[config.mk]
export PLATFORM = sky130hd
export DESIGN_NAME = writeback_queue
export DESIGN_NICKNAME = d
export VERILOG_FILES = /design/src/rtl/writeback_queue_pkg.sv /design/src/rtl/wb_fwd_match.sv /design/src/rtl/writeback_queue.sv
export SDC_FILE = /design/constraint.sdc
export NUM_CORES = 1
export LEC_CHECK = 0
export CORE_ASPECT_RATIO = 2
export CORE_MARGIN = 4
export CORE_UTILIZATION = 35
export DETAILED_ROUTE_END_ITERATION = 10
export PLACE_DENSITY = 0.61
export REMOVE_ABC_BUFFERS = 1
export SYNTH_ARGS = -nofsm -noshare
export SYNTH_HDL_FRONTEND = slang
export SYNTH_SLANG_ARGS = --single-unit
[constraint.sdc]
create_clock -name clk -period 3.5 [get_ports clk]
set_input_delay 0.35 -clock clk [delete_from_list [all_inputs] [get_ports clk]]
set_output_delay 0.35 -clock clk [all_outputs]
set_load 0.05 [all_outputs]
[src/rtl/writeback_queue_pkg.sv]
// writeback_queue_pkg: shared widths, entry layout and enqueue normalisation
package writeback_queue_pkg;
  localparam int IDX_W = 5;
  localparam int DATA_W = 24;
  localparam logic [IDX_W-1:0] FULL_IDX = 5'd28;
  typedef struct packed {
    logic [IDX_W-1:0] idx;
    logic [DATA_W-1:0] data;
  } entry_t;
  // Registers below FULL_IDX only hold 16 significant bits; the upper byte is forced to zero.
  function automatic logic [DATA_W-1:0] norm_data(input logic [IDX_W-1:0] idx, input logic [DATA_W-1:0] d);
    return idx >= FULL_IDX ? d : {{(DATA_W-16){1'b0}}, d[15:0]};
  endfunction
endpackage

[src/rtl/wb_fwd_match.sv]
// wb_fwd_match: youngest occupied queue entry matching one read index
module wb_fwd_match import writeback_queue_pkg::*; #(
  parameter int DEPTH = 4,
  parameter int PW = 2
) (
  input  entry_t [DEPTH-1:0] entries_i,
  input  logic [PW-1:0]      rd_ptr_i,
  input  logic [2:0]         count_i,
  input  logic [IDX_W-1:0]   index_i,
  output logic               hit_o,
  output logic [DATA_W-1:0]  data_o
);
  // Walk oldest to youngest so the last match (youngest) wins.
  always_comb begin
    hit_o = 1'b0;
    data_o = '0;
    for (int k = 0; k < DEPTH; k++) begin
      if (k < int'(count_i) && entries_i[PW'(rd_ptr_i + PW'(k))].idx == index_i) begin
        hit_o = 1'b1;
        data_o = entries_i[PW'(rd_ptr_i + PW'(k))].data;
      end
    end
  end
endmodule

[src/rtl/writeback_queue.sv]
// writeback_queue: FIFO of pending register writes with decode-stage forwarding
module writeback_queue #(
  parameter int DEPTH = 4,
  parameter int IDX_W = writeback_queue_pkg::IDX_W,
  parameter int DATA_W = writeback_queue_pkg::DATA_W
) (
  input  logic              clk,
  input  logic              rst,
  input  logic              alu_valid,
  input  logic [IDX_W-1:0]  alu_index,
  input  logic [DATA_W-1:0] alu_data,
  output logic              alu_ready,
  input  logic              ld_valid,
  input  logic [IDX_W-1:0]  ld_index,
  input  logic [DATA_W-1:0] ld_data,
  output logic              ld_ready,
  output logic [IDX_W-1:0]  write_index,
  output logic [DATA_W-1:0] write_data,
  output logic              WRITE_ENABLE,
  input  logic [IDX_W-1:0]  fwd_index_1,
  input  logic [IDX_W-1:0]  fwd_index_2,
  output logic              fwd_hit_1,
  output logic              fwd_hit_2,
  output logic [DATA_W-1:0] fwd_data_1,
  output logic [DATA_W-1:0] fwd_data_2,
  output logic [31:0]       pending,
  output logic [2:0]        count
);
  import writeback_queue_pkg::*;
  localparam int PW = DEPTH > 1 ? $clog2(DEPTH) : 1;
  entry_t [DEPTH-1:0] mem_q;
  logic [PW-1:0] rd_ptr_q, rd_ptr_d, wr_ptr_q, wr_ptr_d, alu_slot;
  logic [2:0] count_q, count_d, free;
  logic ld_push, alu_push;
  assign WRITE_ENABLE = count_q != 3'd0;
  assign count = count_q;
  assign write_index = WRITE_ENABLE ? mem_q[rd_ptr_q].idx : '0;
  assign write_data = WRITE_ENABLE ? mem_q[rd_ptr_q].data : '0;
  // Acceptance: the head popping this cycle frees its slot; load takes priority when one slot is left.
  always_comb begin
    free = 3'(DEPTH) - count_q + {2'b0, WRITE_ENABLE};
    ld_ready = free != 3'd0;
    alu_ready = free >= 3'd2 || (free == 3'd1 && !ld_valid);
    ld_push = ld_valid && ld_ready;
    alu_push = alu_valid && alu_ready;
    alu_slot = wr_ptr_q + PW'(ld_push);
    rd_ptr_d = rd_ptr_q + PW'(WRITE_ENABLE);
    wr_ptr_d = wr_ptr_q + PW'(ld_push) + PW'(alu_push);
    count_d = count_q - {2'b0, WRITE_ENABLE} + {2'b0, ld_push} + {2'b0, alu_push};
  end
  // Queue bookkeeping; reset empties the queue so stale entries are never written.
  always_ff @(posedge clk or posedge rst) begin
    if (rst) begin
      rd_ptr_q <= '0;
      wr_ptr_q <= '0;
      count_q <= '0;
    end else begin
      rd_ptr_q <= rd_ptr_d;
      wr_ptr_q <= wr_ptr_d;
      count_q <= count_d;
    end
  end
  // Entry storage; the load goes in first so it is older than a same-cycle ALU result.
  always_ff @(posedge clk) begin
    if (ld_push) mem_q[wr_ptr_q] <= '{idx: ld_index, data: norm_data(ld_index, ld_data)};
    if (alu_push) mem_q[alu_slot] <= '{idx: alu_index, data: norm_data(alu_index, alu_data)};
  end
  // Scoreboard of registers with a write still in flight, rebuilt from occupied entries.
  always_comb begin
    pending = '0;
    for (int k = 0; k < DEPTH; k++)
      if (k < int'(count_q)) pending[mem_q[PW'(rd_ptr_q + PW'(k))].idx] = 1'b1;
  end
  wb_fwd_match #(.DEPTH(DEPTH), .PW(PW)) u_fwd_1 (
    .entries_i(mem_q), .rd_ptr_i(rd_ptr_q), .count_i(count_q),
    .index_i(fwd_index_1), .hit_o(fwd_hit_1), .data_o(fwd_data_1)
  );
  wb_fwd_match #(.DEPTH(DEPTH), .PW(PW)) u_fwd_2 (
    .entries_i(mem_q), .rd_ptr_i(rd_ptr_q), .count_i(count_q),
    .index_i(fwd_index_2), .hit_o(fwd_hit_2), .data_o(fwd_data_2)
  );
endmodule
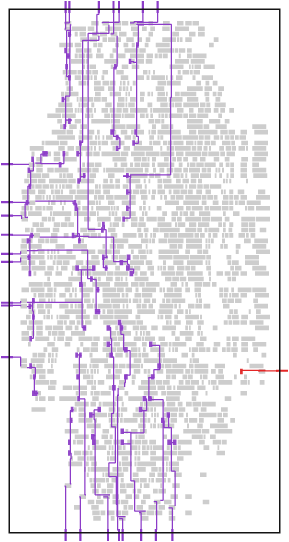
Fig. 1. Port wiring (run 1).
(2 px per um)
- alu_data: purple (bits 24; direction input; end cells 96; buffers 24; wire 1890 um)
- rst: red (bits 1; direction input; end cells 1; buffers 1; wire 22.0 um)

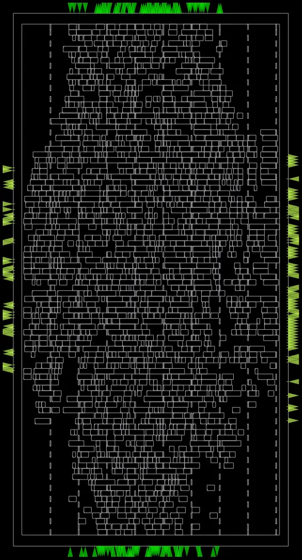
Fig. 2. Cell placement (run 1).
FF+latch count: 123
fin util: 50.6%
row count: 92

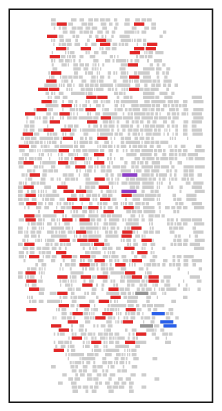
Fig. 3. Sequential cells colored by netlist name (run 1).
(1.5 px per um) Other sequential cells in the stronger gray, the rest of the logic in the fainter gray.
- rd_ptr_q: purple (flops 2)
- count: blue (flops 3)
- mem_q: red (flops 116)
- not colored: 2

==> results.toml, run 1 <==
# implementation run metrics
[setup_path]
arrival_ps = 3380
reg2reg_slack_ps = 200
rr_endpoint = "mem_q[63]"
rr_worst_depth = 13
crit_path_start_kind = "register"
reg2reg_from = "count[2]"
cp-end-kind = "output pin"

[global_routing]
antenna_found_initial = 2
grt_max_degree = 82
overflow = 0
grt_usage_pct = 26.8
grt_pass1_vias = 12600
grt_pass1_wl_mm = 72.1

[synth]
syn_inst = 1395
syn_area_um2 = 11200
synth_top_cell_by_area = "dfxtp_1"
synth_stat.cells = 1395
synth_top_area_share_pct = 20.7
ys_chip_area_um2 = 11200
ys_types = 57
synth_dominant_cell_count = "mux2i_1"
syn-mean-instance-area_um2 = 8.03
ys_seq_share_pct = 22.3
flop_cell = "dfxtp_1"

[outcome]
violations = "negative setup slack"
outcome = "finished, violations left"

[detailed_routing]
drc_errors = 0
dr.pass1.iters = 9
drt-vias-per-instance = 6.10
wire_per_inst_um = 24.3
initialDrtViolationCount = 888
ant_nets = 0

[sta]
setup_slack_ps = -234
relSlewSlack_pct = 19.9
maxSlewViolCount = 0
period_needed_ps = 3730
fin_skew_ps = 11.1
timing.final.hold_violations = 0
period_used_pct = 107
setup_violations = 48
tightest_slew_ps = 1200

[cells_and_area]
logic_area_um2 = 8690
clockNetworkAreaShare_pct = 3.66
largest_cell_class = "logic gates"
logic_gate_count = 1133
seq_area_um2 = 2500
antenna_cells = 1
nonClkBufAreaFrac_pct = 22.4
sh_comb_area_pct = 54.5
n_all_buffers = 322
clkbuf_count = 19
syn2layout_area_growth_pct = 42.4
layout.cells.non_filler = 2050
sh_seq_area_pct = 15.7
nets = 1694

[die]
dieArea_um2 = 35100
io_pins = 189
die_x_um = 134
floorplan.initialDensity_pct = 35.5
die_y_um = 261

[run]
cap_violations = 0
tool_warnings = 28

[hold_path]
hold_class = "in2async"

[placement]
gp_congestion = 0.987

[cts]
clk_latency_ps = 440
clk_pin_slew_worst_paths_ps = 60
cts_made_buffers = 17
cts.sinks = 123
cts-root-buf = "clkbuf_16"
cts_tree = "built"
==> run 1: stage by stage <==
step           setup WS, ps  utilization, %  TNS [ps]  hold WS [ps]  area [um^2]
6_report               -234            50.6     -6870           208        15900
5_1_grt                -280            50.6    -10090           229        15900
4_1_cts                -209            49.2     -6250           220        15500
3_5_place_dp          -50.0            44.3     -50.0           532        14000
3_3_place_gp          -67.3            44.3      -157           522        14000
2_1_floorplan         -4510               -   -615890           153        10600
==> run 1: flip-flops by register name, summed over array words and instances, names as in the netlist <==
register	cells
mem_q	116
count	3
rd_ptr_q	2
wr_ptr_q	2
==> run 1: cell usage in the layout, fill, tap and decap left out, types with 21 or more instances in the layout <==
cell | synthesis | final
o21ai_0 | 27 | 27
nor2_1 | 163 | 160
o21ai_1 | 67 | 67
a311o_1 | 21 | 21
dfxtp_1 | 116 | 116
buf_4 | 5 | 127
o22ai_1 | 33 | 32
nand3_1 | 23 | 23
a221o_1 | 32 | 32
buf_12 | 0 | 47
and2_1 | 30 | 29
nand2_1 | 114 | 112
mux2i_1 | 208 | 203
clkdlybuf4s50_1 | 0 | 77
buf_6 | 7 | 61
mux2_1 | 53 | 53
a21oi_1 | 126 | 125
==> run 1: logic make-up after synthesis <==
group / synth area share, %
AND-OR/OR-AND: 21.1
AND/OR/NAND/NOR: 18.0
adder cells (fa/ha/maj): 1.07
multiplexers: 28.3
buffers and inverters: 5.59
flip-flops: 22.3
XOR/XNOR: 3.56
==> run 1: repair_timing <==
| item | in CTS | in global routing |
|---|---|---|
| endpoints found under the hold margin | 0 | 0 |
| cloned | 4 | 4 |
| endpoints found under the setup margin | 67 | 85 |
| pin swaps | 20 | 28 |
| resized | 116 | 51 |
| setup buffers | 43 | 11 |
==> run 1: critical path, stage by stage (launching register included) <==
cell      delay, ps
dfrtp_4         490
buf_6           120
mux4_2          500
xor2_1          160
or3_4           350
or3_4           410
o211ai_1        170
buf_4           250
buf_12          170
o221ai_4        140
buf_6           190
==> run 1: routing by layer <==
| layer | share of wire (%) | up-vias | track usage, % |
|---|---|---|---|
| li1 | - | 5615 | - |
| met3 | 5.7 | 270 | 4.27 |
| met2 | 53 | 658 | 50.5 |
| met1 | 32 | 5964 | 24.6 |
| met4 | 9.9 | 0 | 23.0 |
| met5 | 0 | - | 0 |
==> run 1: worst max-delay path by stage <==
stage | startpoint | endpoint | slack, ps | cells past startpoint
2_1_floorplan | rd_ptr_q[1] | fwd_data_1[23] | -4510 | 6
3_3_place_gp | rd_ptr_q[0] | fwd_data_1[2] | -70 | 9
3_5_place_dp | rd_ptr_q[0] | fwd_data_1[2] | -50 | 9
4_1_cts | rd_ptr_q[1] | fwd_data_2[16] | -210 | 11
5_1_grt | rd_ptr_q[0] | fwd_data_2[21] | -280 | 11
6_report | rd_ptr_q[1] | fwd_data_2[16] | -230 | 10
## Run 2: what changed since run 1
Settings changed: SKIP_LAST_GASP from default to 1.
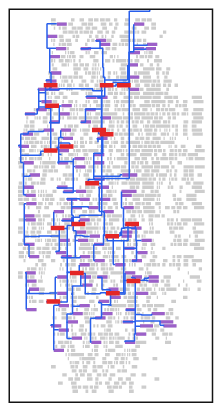
Fig. 4. Clock distribution (run 2).
(1.5 px per um)
- clock wires: blue (length 1970 um)
- clock-net drivers: red (count 17)
- flip-flops: purple (count 123)
- routed clock nets: 18

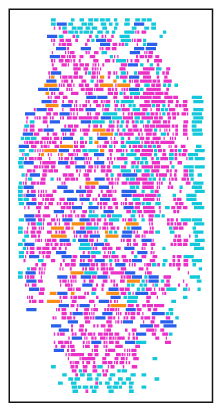
Fig. 5. Cell classes on the final placement (run 2).
(1.5 px per um)
- registers: blue (cells 123; share of their area 16%)
- remaining buffers and delay cells: cyan (cells 327; share of their area 23%)
- clock drivers and dummy loads: orange (cells 32; share of their area 3.8%)
- remaining logic cells: magenta (cells 1149; share of their area 56%)

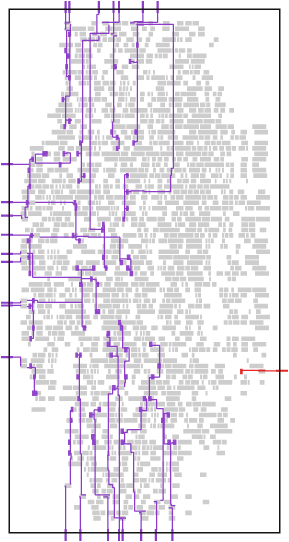
Fig. 6. Port wiring (run 2).
(2 px per um)
- rst: red (bits 1; direction input; end cells 1; buffers 1; wire 22.0 um)
- alu_data: purple (bits 24; direction input; end cells 96; buffers 24; wire 1900 um)

==> results.toml, run 2 <==
# implementation run metrics
[sta]
period_used_pct = 108
setup_violations = 57
fmax_mhz = 264
maxSlewViolCount = 0
timing.final.hold_violations = 0
relSlewSlack_pct = 19.0
rsz0062_at_grt = "true"
tightest_slew_ps = 1210
worst_hold_slack_ps = 199
fin_skew_ps = 10.7
setup_slack_ps = -287
period_needed_ps = 3790

[run]
cap_violations = 0
tool_warnings = 28

[setup_path]
rr_worst_depth = 13
slowest_delay_ps = 630
crit_path_start_kind = "register"
cp-end-kind = "output pin"
reg2reg_slack_ps = 200
timing.critical_path.buf_inv = 5
rr_endpoint = "mem_q[81]"
cp_cell_sequence = "buf_6 > mux4_2 > xnor2_1 > nand4_1 > buf_4 > nor2_4 > o211ai_1 > buf_4 > buf_12 > o221ai_4 > buf_6"
arrival_ps = 3440
worst-setup-path-type = "reg2out"
required_ps = 3150
crit_path_max_fanout = 7
reg2reg_from = "count[2]"
crit_family = "buffers and inverters"
timing.critical_path.slowest_stage_cell = "mux4_2"

[detailed_routing]
wire_per_inst_um = 24.3
initialDrtViolationCount = 927
drc_errors = 0
ant_nets = 0
dr.pass1.iters = 6
drt-vias-per-instance = 6.08
vias = 12500
drt_wl_total_mm = 50.0

[synth]
edf_count = 0
synth_top_area_share_pct = 20.7
synth_stat.cells = 1395
syn_area_um2 = 11200
ys_chip_area_um2 = 11200
numSynthFlops = 123
async_flop_share_pct = 5.69
ys_top_cells_by_count = "mux2i_1, nor2_1, a21oi_1"
synth-warning-count = 0
ys_types = 57
syn_inst = 1395
synth_top_cell_by_area = "dfxtp_1"
synth_dominant_cell_count = "mux2i_1"
flop_cell = "dfxtp_1"
top_cells_by_area = "dfxtp_1, mux2i_1, a21oi_1, nor2_1, mux2_1"
ys_seq_share_pct = 22.3
syn-mean-instance-area_um2 = 8.03

[die]
die_x_um = 134
core_area_um2 = 31500
dieArea_um2 = 35100
io_pins = 189
rows = 92
floorplan.initialDensity_pct = 35.5
die_y_um = 261

[cts]
cts.sinks = 123
cts_tree = "built"
cts_max_path_buffers = 2
cts-root-buf = "clkbuf_16"
clk_latency_ps = 440
clk_pin_slew_worst_paths_ps = 60
htreeDepth = 4
cts_made_buffers = 17

[outcome]
outcome = "finished, violations left"
violations = "negative setup slack"

[hold_path]
hold_class = "in2async"

[placement]
pre_cts_slack_ps = -50.0
place_area_um2 = 14000
place_hpwl_mm = 34.4
io_buffers = 188
gp_congestion = 0.987

[global_routing]
overflow = 0
grt_pass1_wl_mm = 72.1
grt_usage_pct = 26.8
grt_max_degree = 82
antenna_found_initial = 2
grt_pass1_vias = 12500

[cells_and_area]
drive_gt1_share_pct = 23.6
nets = 1699
final_area_um2 = 15900
most-common-layout-cells = "mux2i_1, nor2_1, buf_4"
syn2layout_area_growth_pct = 42.0
top_register = "mem_q"
largest_reg_flops = 116
fillers = 3066
lay_top_count = "mux2i_1"
[run 2: cell count changes in the layout (fill, tap and decap cells not counted), moves of 2 or more]
cell / change
buf_4: +11
buf_6: -7
o221ai_4: -7
mux2i_1: +5
mux2i_2: -5
o221ai_2: +4
o221ai_1: +3
xnor2_2: -3
clkbuf_16: +2
xnor2_4: +2
[run 2: stage by stage]
step                std cells  TNS (ps)  util [%]
global route             2055    -11860      50.4
detailed placement       1959     -50.0      44.3
global placement         1959      -157      44.3
finish                   2055     -9650      50.4
CTS                      2038     -6960      49.0
floorplan                1272   -615890         -
[run 2: timing repair]
action                     in CTS  in global routing
resized                        99                 51
gates cloned                    4                  4
buffers inserted               43                 15
hold buffers                    0                  0
setup endpoints to repair      67                 93
pin swaps                      19                 52
[run 2: layout make-up]
| class | instances | area (um^2) | share of cell area [%] |
|---|---|---|---|
| clock inverters | 13 | 141 | 0.889 |
| inverters | 16 | 66.3 | 0.417 |
| repair buffers | 327 | 3600 | 22.6 |
| diodes | 1 | 2.50 | 0.0157 |
| clock buffers | 19 | 443 | 2.79 |
| well taps | 423 | 529 | 3.33 |
| multi-input cells | 1133 | 8610 | 54.2 |
| flip-flops and latches | 123 | 2500 | 15.8 |
[run 2: how the worst max path moves through the flow]
stage,startpoint,to,slack (ps),cells after the start
6_report,rd_ptr_q[0],fwd_data_2[16],-290,11
3_3_place_gp,rd_ptr_q[0],fwd_data_1[2],-70,9
4_1_cts,rd_ptr_q[1],fwd_data_2[16],-210,11
2_1_floorplan,rd_ptr_q[1],fwd_data_1[23],-4510,6
5_1_grt,rd_ptr_q[0],fwd_data_1[5],-300,12
3_5_place_dp,rd_ptr_q[0],fwd_data_1[2],-50,9
[run 2: routing by layer]
| metal | track usage [%] | vias up | wire (um) |
|---|---|---|---|
| met5 | 0 | - | 0 |
| met4 | 22.6 | 0 | 4830 |
| met3 | 4.09 | 254 | 2570 |
| met2 | 50.7 | 611 | 26300 |
| met1 | 24.7 | 6001 | 16300 |
| li1 | - | 5631 | - |
[run 2: cell families after synthesis]
logic type	count (synthesis)	synth area share (%)
compound gates	368	21.1
xor+xnor	43	3.56
fa+ha+maj	9	1.07
buf+inv	139	5.59
flops	123	22.3
mux	285	28.3
simple gates	428	18.0
## Run 3: what changed since run 2
Settings changed: CORE_MARGIN 4 to default, RECOVER_POWER from default to 100, SLEW_MARGIN from default to 20.
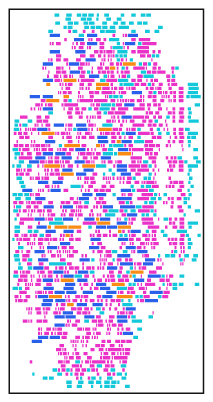
Fig. 7. Cell classes on the final placement (run 3).
(1.5 px per um)
- registers: blue (cells 123; share of their area 17%)
- remaining buffers and delay cells: cyan (cells 302; share of their area 21%)
- clock drivers and dummy loads: orange (cells 32; share of their area 4.2%)
- remaining logic cells: magenta (cells 1149; share of their area 58%)

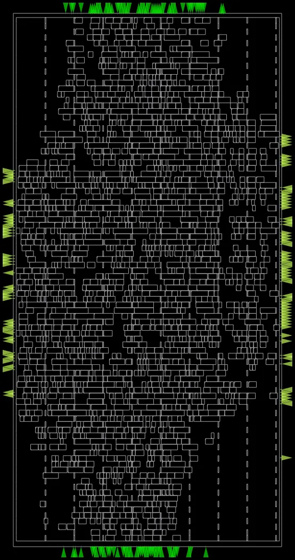
Fig. 8. Cell placement (run 3).
flop share of the area: 16.4%
fin util: 48.4%

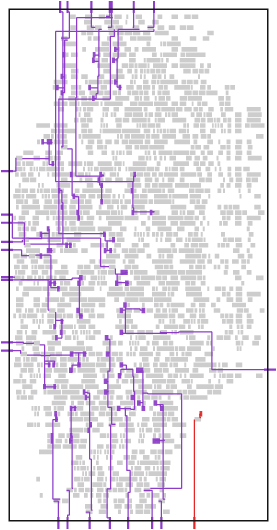
Fig. 9. Port wiring (run 3).
(2 px per um)
- alu_data: purple (bits 24; direction input; end cells 96; buffers 24; wire 2000 um)
- rst: red (bits 1; direction input; end cells 1; buffers 1; wire 52.1 um)

==> results.toml, run 3 <==
# implementation run metrics
[die]
die_x_um = 128
io_pins = 189
core_area_um2 = 31500
dieArea_um2 = 32800
rows = 92
floorplan.initialDensity_pct = 35.5
die_y_um = 255

[setup_path]
required_ps = 3150
crit_path_max_fanout = 8
worst-setup-path-type = "reg2out"
cp-end-kind = "output pin"
arrival_ps = 3390
crit_path_start_kind = "register"

[placement]
gp_congestion = 1.04
io_buffers = 188
place_hpwl_mm = 33.7

[detailed_routing]
drc_errors = 0
initialDrtViolationCount = 762
drt_wl_total_mm = 46.5
drt-vias-per-instance = 5.90
dr.pass1.iters = 5
ant_nets = 0
vias = 12000
wire_per_inst_um = 22.9

[sta]
period_needed_ps = 3740
tightest_slew_ps = 976
period_used_pct = 107
relSlewSlack_pct = 34.9
fmax_mhz = 267
maxSlewViolCount = 0
timing.final.hold_violations = 0
fin_skew_ps = 6.28
setup_slack_ps = -244
setup_violations = 51
rsz0062_at_grt = "true"
final.setup.tns_ps = -8810

[cts]
cts.sinks = 123
htreeDepth = 4
cts_tree = "built"
cts-root-buf = "clkbuf_16"
cts_max_path_buffers = 2
clk_pin_slew_worst_paths_ps = 60
hold_buffers = 0
cts_made_buffers = 17
clk_latency_ps = 430

[synth]
top_cells_by_area = "dfxtp_1, mux2i_1, a21oi_1, nor2_1, mux2_1"
async_flop_share_pct = 5.69
syn_inst = 1395
syn-mean-instance-area_um2 = 8.03
synth_top_area_share_pct = 20.7
synth_dominant_cell_count = "mux2i_1"
syn_area_um2 = 11200
synth_stat.cells = 1395
synth_top_cell_by_area = "dfxtp_1"
ys_types = 57
ys_top_cells_by_count = "mux2i_1, nor2_1, a21oi_1"
ys_chip_area_um2 = 11200
flop_cell = "dfxtp_1"
numSynthFlops = 123
ys_seq_share_pct = 22.3
synth-warning-count = 0
edf_count = 0

[run]
tool_warnings = 28
cap_violations = 0

[cells_and_area]
top_register = "mem_q"
drive_gt1_share_pct = 20.4
largest_reg_flops = 116
lay_top_count = "mux2i_1"
nets = 1674
most-common-layout-cells = "mux2i_1, nor2_1, a21oi_1"
syn2layout_area_growth_pct = 36.4
fillers = 3117

[global_routing]
overflow = 0
grt_pass1_wl_mm = 69.6
grt_usage_pct = 28.5
grt_pass1_vias = 12100
grt_max_degree = 66
antenna_found_initial = 3

[hold_path]
hold_class = "in2async"

[outcome]
outcome = "finished, violations left"
violations = "negative setup slack"
run 3: cell types whose count changed in the layout (fill, tap and decap cells not counted), moves of 12 or more:
cell,previous run,this run
clkbuf_2,0,18
clkbuf_4,0,18
buf_12,48,30
xnor2_1,20,32
o21ai_0,27,42
buf_4,138,85
o21ai_1,67,52
run 3: path summary, 6_finish.rpt:
path | startpoint | to | depth (start not counted) | slack, ps
worst max-delay path | rd_ptr_q[0] | fwd_data_2[17] | 12 | -240
worst min-delay path | rst | count[0] | 2 | 300
max in group asynchronous | rst | rd_ptr_q[1] | 2 | 2920
min in group clk | mem_q[40] | mem_q[40] | 2 | 540
worst min register to register | mem_q[40] | mem_q[40] | 2 | 540
worst max register to register | count[1] | mem_q[49] | 13 | 110
run 3: layout make-up:
cell class	instances	area [um^2]	area share, %
Inverter	16	62.6	0.410
Tap cell	423	529	3.46
Multi-Input combinational cell	1133	8510	55.7
Antenna cell	2	5.00	0.0328
Clock buffer	18	439	2.87
Sequential cell	123	2500	16.4
Clock inverter	14	186	1.22
Timing Repair Buffer	302	3040	19.9
run 3: critical path, stage by stage, from the launching register on:
cell and delay (ps):
dfrtp_4 440, buf_6 150, buf_4 150, mux4_2 510
buf_4 160, xnor2_1 130, nand4_1 220, or2_1 320
o211ai_1 130, buf_6 220, buf_8 180, o221ai_1 140
buf_4 220
run 3: timing repair:
action / in CTS / in global routing
endpoints found under the hold margin: 0 / 0
gates resized: 69 / 50
gates cloned: 2 / 0
setup endpoints to repair: 80 / 90
pin swaps: 29 / 45
setup buffers: 19 / 14
run 3: cells by family (layout without fill, tap and decap cells):
logic type	after synthesis	count (layout)	synth area share [%]
AND/OR/NAND/NOR	428	428	18.0
multiplexers	285	285	28.3
XOR/XNOR	43	43	3.56
adder cells (fa/ha/maj)	9	9	1.07
other	0	2	0
AND-OR/OR-AND	368	368	21.1
flip-flops	123	123	22.3
buffers and inverters	139	350	5.59
run 3: routing by layer:
layer / wire length, um / vias up / global-route usage [%] / part of all wire (%)
li1: - / 5571 / - / -
met4: 4230 / 0 / 24.7 / 9.1
met3: 1840 / 204 / 3.87 / 4.0
met2: 24600 / 471 / 53.2 / 53
met5: 0 / - / 0 / 0
met1: 15900 / 5732 / 27.0 / 34
run 3: through the flow:
stage               instance area, um^2  hold WS [ps]  utilization (%)  worst slack, ps  std cells
floorplan                         10600           153                -            -4510       1272
global placement                  14000           521             44.5             59.6       1963
detailed placement                14000           531             44.5             51.7       1963
CTS                               15200           159             48.2             -226       2016
global route                      15300           323             48.4             -337       2031
finish                            15300           302             48.4             -244       2031
